--- config.mk ---
export PLATFORM = sky130hd
export DESIGN_NAME = dmem_ctrl
export DESIGN_NICKNAME = d
export VERILOG_FILES = /design/src/rtl/dmem_ctrl_pkg.sv /design/src/rtl/dmem_ctrl_bus_timer.sv /design/src/rtl/dmem_ctrl.sv
export SDC_FILE = /design/constraint.sdc
export NUM_CORES = 1
export LEC_CHECK = 0
export ABC_AREA = 1
export CAP_MARGIN = 20
export CORE_ASPECT_RATIO = 2
export CORE_MARGIN = 4
export CORE_UTILIZATION = 35
export DETAILED_ROUTE_END_ITERATION = 8
export GPL_ROUTABILITY_DRIVEN = 0
export PLACE_DENSITY = 0.68
export SLEW_MARGIN = 20
export SYNTH_ARGS = -nofsm -noshare
export SYNTH_HDL_FRONTEND = slang
export SYNTH_HIERARCHICAL = 1
export SYNTH_SLANG_ARGS = --single-unit
--- constraint.sdc ---
create_clock -name clk -period 4.2 [get_ports clk]
set_input_delay 0.84 -clock clk [delete_from_list [all_inputs] [get_ports clk]]
set_output_delay 0.84 -clock clk [all_outputs]
set_load 0.01 [all_outputs]
--- src/rtl/dmem_ctrl_pkg.sv ---
// Shared types and defaults for the data-memory controller.
package dmem_ctrl_pkg;

    localparam int WORD_W = 32;
    localparam int DEF_TIMEOUT = 16;
    localparam logic [WORD_W-1:0] DEF_ERR_RDATA = 32'h0000_0000;

    typedef enum logic [1:0] {
        IDLE = 2'd0,
        REQ  = 2'd1,
        DONE = 2'd2
    } state_e;

endpackage

--- src/rtl/dmem_ctrl_bus_timer.sv ---
// Purpose: counts bus wait cycles and flags when the access must be abandoned.
// Latency: expired_o is combinational from the count; count updates each edge.
// Backpressure: none; enable_i simply freezes the count.
module bus_timer #(
    parameter int TIMEOUT = 16
) (
    input  logic clk,
    input  logic reset,
    input  logic clear_i,
    input  logic enable_i,
    output logic expired_o
);

    localparam logic [7:0] LAST = 8'(TIMEOUT - 1);

    logic [7:0] count_q;
    logic [7:0] count_d;

    always_comb begin
        count_d = count_q;
        if (clear_i) begin
            count_d = '0;
        end else if (enable_i) begin
            count_d = count_q + 8'd1;
        end
    end

    always_ff @(posedge clk or posedge reset) begin
        if (reset) begin
            count_q <= '0;
        end else begin
            count_q <= count_d;
        end
    end

    assign expired_o = (count_q == LAST);

endmodule

--- src/rtl/dmem_ctrl.sv ---
// Purpose: bridges single-cycle datapath loads/stores onto a req/ack memory bus.
// Latency: 1 request cycle + bus wait cycles + 1 DONE cycle; misaligned goes straight to DONE.
// Backpressure: Stall holds the datapath while a request is pending or in flight.
module dmem_ctrl
    import dmem_ctrl_pkg::*;
#(
    parameter int                TIMEOUT   = DEF_TIMEOUT,
    parameter logic [WORD_W-1:0] ERR_RDATA = DEF_ERR_RDATA
) (
    input  logic              clk,
    input  logic              reset,
    input  logic              MemRead,
    input  logic              MemWrite,
    input  logic [WORD_W-1:0] ALUResult,
    input  logic [WORD_W-1:0] WriteData,
    output logic [WORD_W-1:0] ReadData,
    output logic              Stall,
    output logic              MemErr,
    input  logic              err_clr,
    output logic              bus_req,
    output logic              bus_we,
    output logic [WORD_W-1:0] bus_addr,
    output logic [WORD_W-1:0] bus_wdata,
    input  logic [WORD_W-1:0] bus_rdata,
    input  logic              bus_ack
);

    state_e            state_q, state_d;
    logic [WORD_W-1:0] addr_q, wdata_q, rdata_q, rd_val;
    logic              we_q, err_q;
    logic              access, latch, rd_load, err_set, tmr_clr, tmr_en, expired;

    assign access = MemRead | MemWrite;

    bus_timer #(.TIMEOUT(TIMEOUT)) u_timer (
        .clk       (clk),
        .reset     (reset),
        .clear_i   (tmr_clr),
        .enable_i  (tmr_en),
        .expired_o (expired)
    );

    always_comb begin
        state_d = state_q;
        latch   = 1'b0;
        rd_load = 1'b0;
        rd_val  = rdata_q;
        err_set = 1'b0;
        tmr_clr = 1'b0;
        tmr_en  = 1'b0;
        case (state_q)
            IDLE: begin
                if (access) begin
                    if (ALUResult[1:0] != 2'b00) begin
                        err_set = 1'b1;
                        rd_load = ~MemWrite;
                        rd_val  = ERR_RDATA;
                        state_d = DONE;
                    end else begin
                        latch   = 1'b1;
                        tmr_clr = 1'b1;
                        state_d = REQ;
                    end
                end
            end
            REQ: begin
                // Ack is checked first so a coincident timeout never raises an error.
                if (bus_ack) begin
                    rd_load = ~we_q;
                    rd_val  = bus_rdata;
                    state_d = DONE;
                end else if (expired) begin
                    err_set = 1'b1;
                    rd_load = ~we_q;
                    rd_val  = ERR_RDATA;
                    state_d = DONE;
                end else begin
                    tmr_en = 1'b1;
                end
            end
            DONE:    state_d = IDLE;
            default: state_d = IDLE;
        endcase
    end

    always_ff @(posedge clk or posedge reset) begin
        if (reset) begin
            state_q <= IDLE;
            addr_q  <= '0;
            wdata_q <= '0;
            we_q    <= 1'b0;
            rdata_q <= '0;
            err_q   <= 1'b0;
        end else begin
            state_q <= state_d;
            if (latch) begin
                addr_q  <= {ALUResult[WORD_W-1:2], 2'b00};
                wdata_q <= WriteData;
                we_q    <= MemWrite;
            end
            if (rd_load) begin
                rdata_q <= rd_val;
            end
            if (err_set) begin
                err_q <= 1'b1;
            end else if (err_clr) begin
                err_q <= 1'b0;
            end
        end
    end

    assign Stall     = ~reset & ((state_q == REQ) | ((state_q == IDLE) & access));
    assign bus_req   = (state_q == REQ);
    assign bus_we    = we_q;
    assign bus_addr  = addr_q;
    assign bus_wdata = wdata_q;
    assign ReadData  = rdata_q;
    assign MemErr    = err_q;

endmodule

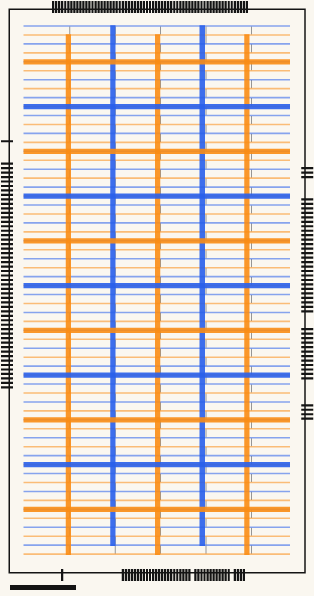
(images/power_grid.png)
Scale bar: 20 um. Pins as bars on the die edge. Tap cells in grey.
- orange: VSS
- blue: VDD
- signal pins: 202
- met1 rails: 60
- met4 straps: 5
- met5 straps: 11
Die Wd: 89.4 um
Die Y-Extent: 171 um
Worst VDD drop: 0.332 mV
Core Footprint: 13,000 sq um

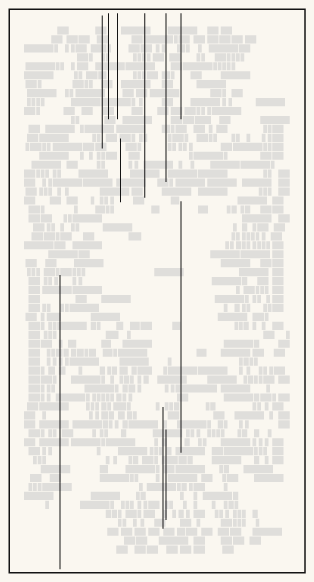
(images/layer_met4.png)
Cells faint in the background.
- nets with wire on the layer: 10
- longest straight run: 89.1 um
via count: 4,235
routed wire length: 13.9 mm

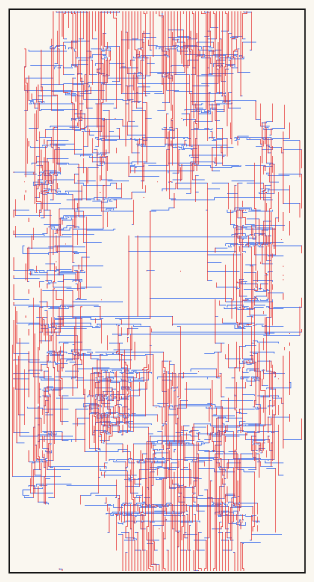
(images/wires.png)
Two of the layers only.
- red: metal 2 (wire length 7,750 um)
- blue: metal 1 (wire length 4,890 um)
DR WL/cell: 15.2 um
Tot GR Track Use: 0.186

==> results.cfg <==
; implementation run metrics
[worst_setup_path]
path_cells = clkdlybuf4s50_1 > nor2_1 > nor2_1 > nor2_1 > nor2_1 > clkdlybuf4s50_1
crit_type = primary input to output pin
r2r_end = ReadData[5]
crit_family = buffers and inverters
cp-endpoint = Stall
crit_buf_inv = 2
slowest_delay_ns = 0.54
r2r_start = u_timer/count_q[0]
end_kind = output pin
rrSetupSlack_ns = 1.88

[grt]
grt_max_degree = 66
grt_pass1_wl_mm = 21.6
grt_pass1_vias = 4329

[yosys]
ys_cells = 570
async_flop_share = 1.00
ys_sh_xor = 0.00189
ys_sh_adder = 0.00270
avgSynthCellArea_sq_um = 8.13
yosysMostFrequentCell = nand2_1
topCombFamilyByArea = simple AND/OR/NAND/NOR gates
mux_area_frac = 0
netlist_instances = 570
ys_types = 25
synth_seq_share = 0.572
area_leaders = dfrtp_1, nand2_1, nand3_1
yosys-stat-area_sq_um = 4640

[cts]
clockRootBuffer = clkbuf_16
post_cts_resize_count = 0
clock_latency_ns = 0.35
cts_tree = yes
htree_levels = 3
path_clk_slew_ns = 0.07

[route]
wl_met1_mm = 4.89
drtIter0Drc = 210

[die]
ioPinCount = 202
rows = 59

[final_layout]
drive_gt1_frac = 0.0486
layout_top_cells = nand2_1, clkdlybuf4s50_1, dfrtp_1, nor2_1, nand3_1
area_delta_synth_final_pct = 50.0
layout_top_cell = nand2_1

[pwr]
power_frac_seq = 0.390
p_comb_uw = 1650
p_comb_frac = 0.399
switching_power_uw = 1370
power_density_nw_per_um2 = 594
p_clk_uw = 870
p_int_uw = 2760

[timing]
fin_hold_ws_ns = 0.482
fmax_mhz = 323
worst_slew_pin_slew_ns = 0.721
rsz0062_at_grt = no
slew_viol_final = 0

[worst_hold_path]
hold_path_class = flop to flop

[run_status]
outcome = finished, final reports clean
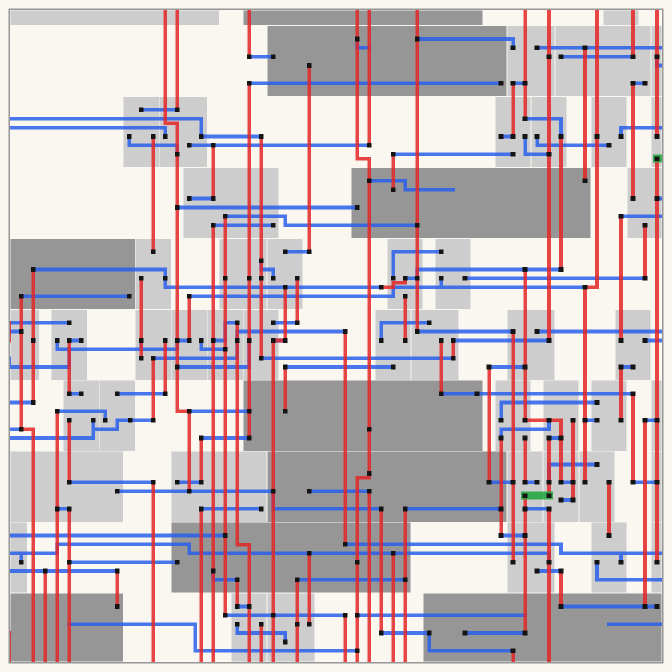
(images/detail.png)
Window x 55 to 80, y 30 to 55 um. Cells in grey, sequential cells in the stronger grey; small squares are vias.
- blue: metal 1
- red: metal 2
- green: metal 3
- netlist names of flops here include: ReadData (7)
- sequential cells in the window: 7
- cells with their middle in the window: 44
- most frequent: nand2_1 (20)

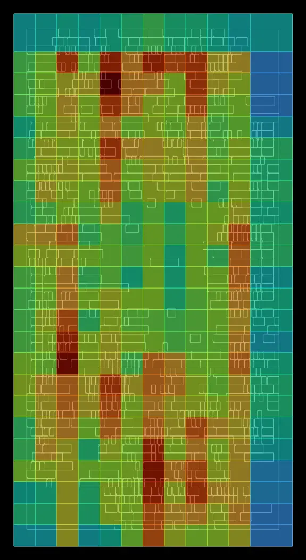
(images/congestion.png)
busiest grt layer: met2
GRT met2 Usage: 0.345
GR Util met1: 0.196
post-layout util: 0.535

layout make-up:
| type | count | area (sq um) | area share |
|---|---|---|---|
| clock buffers | 10 | 239 | 0.0344 |
| well taps | 152 | 190 | 0.0273 |
| repair buffers | 205 | 2040 | 0.293 |
| clock inverters | 6 | 70.1 | 0.0101 |
| flip-flops and latches | 106 | 2650 | 0.381 |
| inverters | 22 | 85.1 | 0.0122 |
| multi-input cells | 412 | 1680 | 0.242 |
metrics by stage:
step,util,setup WS [ns],instance area (sq um),power (uW),std cells
4_1_cts,0.535,1.10,6960,4190,913
3_5_place_dp,0.512,1.12,6650,3300,897
5_1_grt,0.535,1.02,6960,4410,913
3_3_place_gp,0.512,1.10,6650,3260,897
2_1_floorplan,-,0.798,4640,2310,571
6_report,0.535,1.10,6960,4130,913
Power figures rest on the tool's default switching activity, not on a simulated workload.
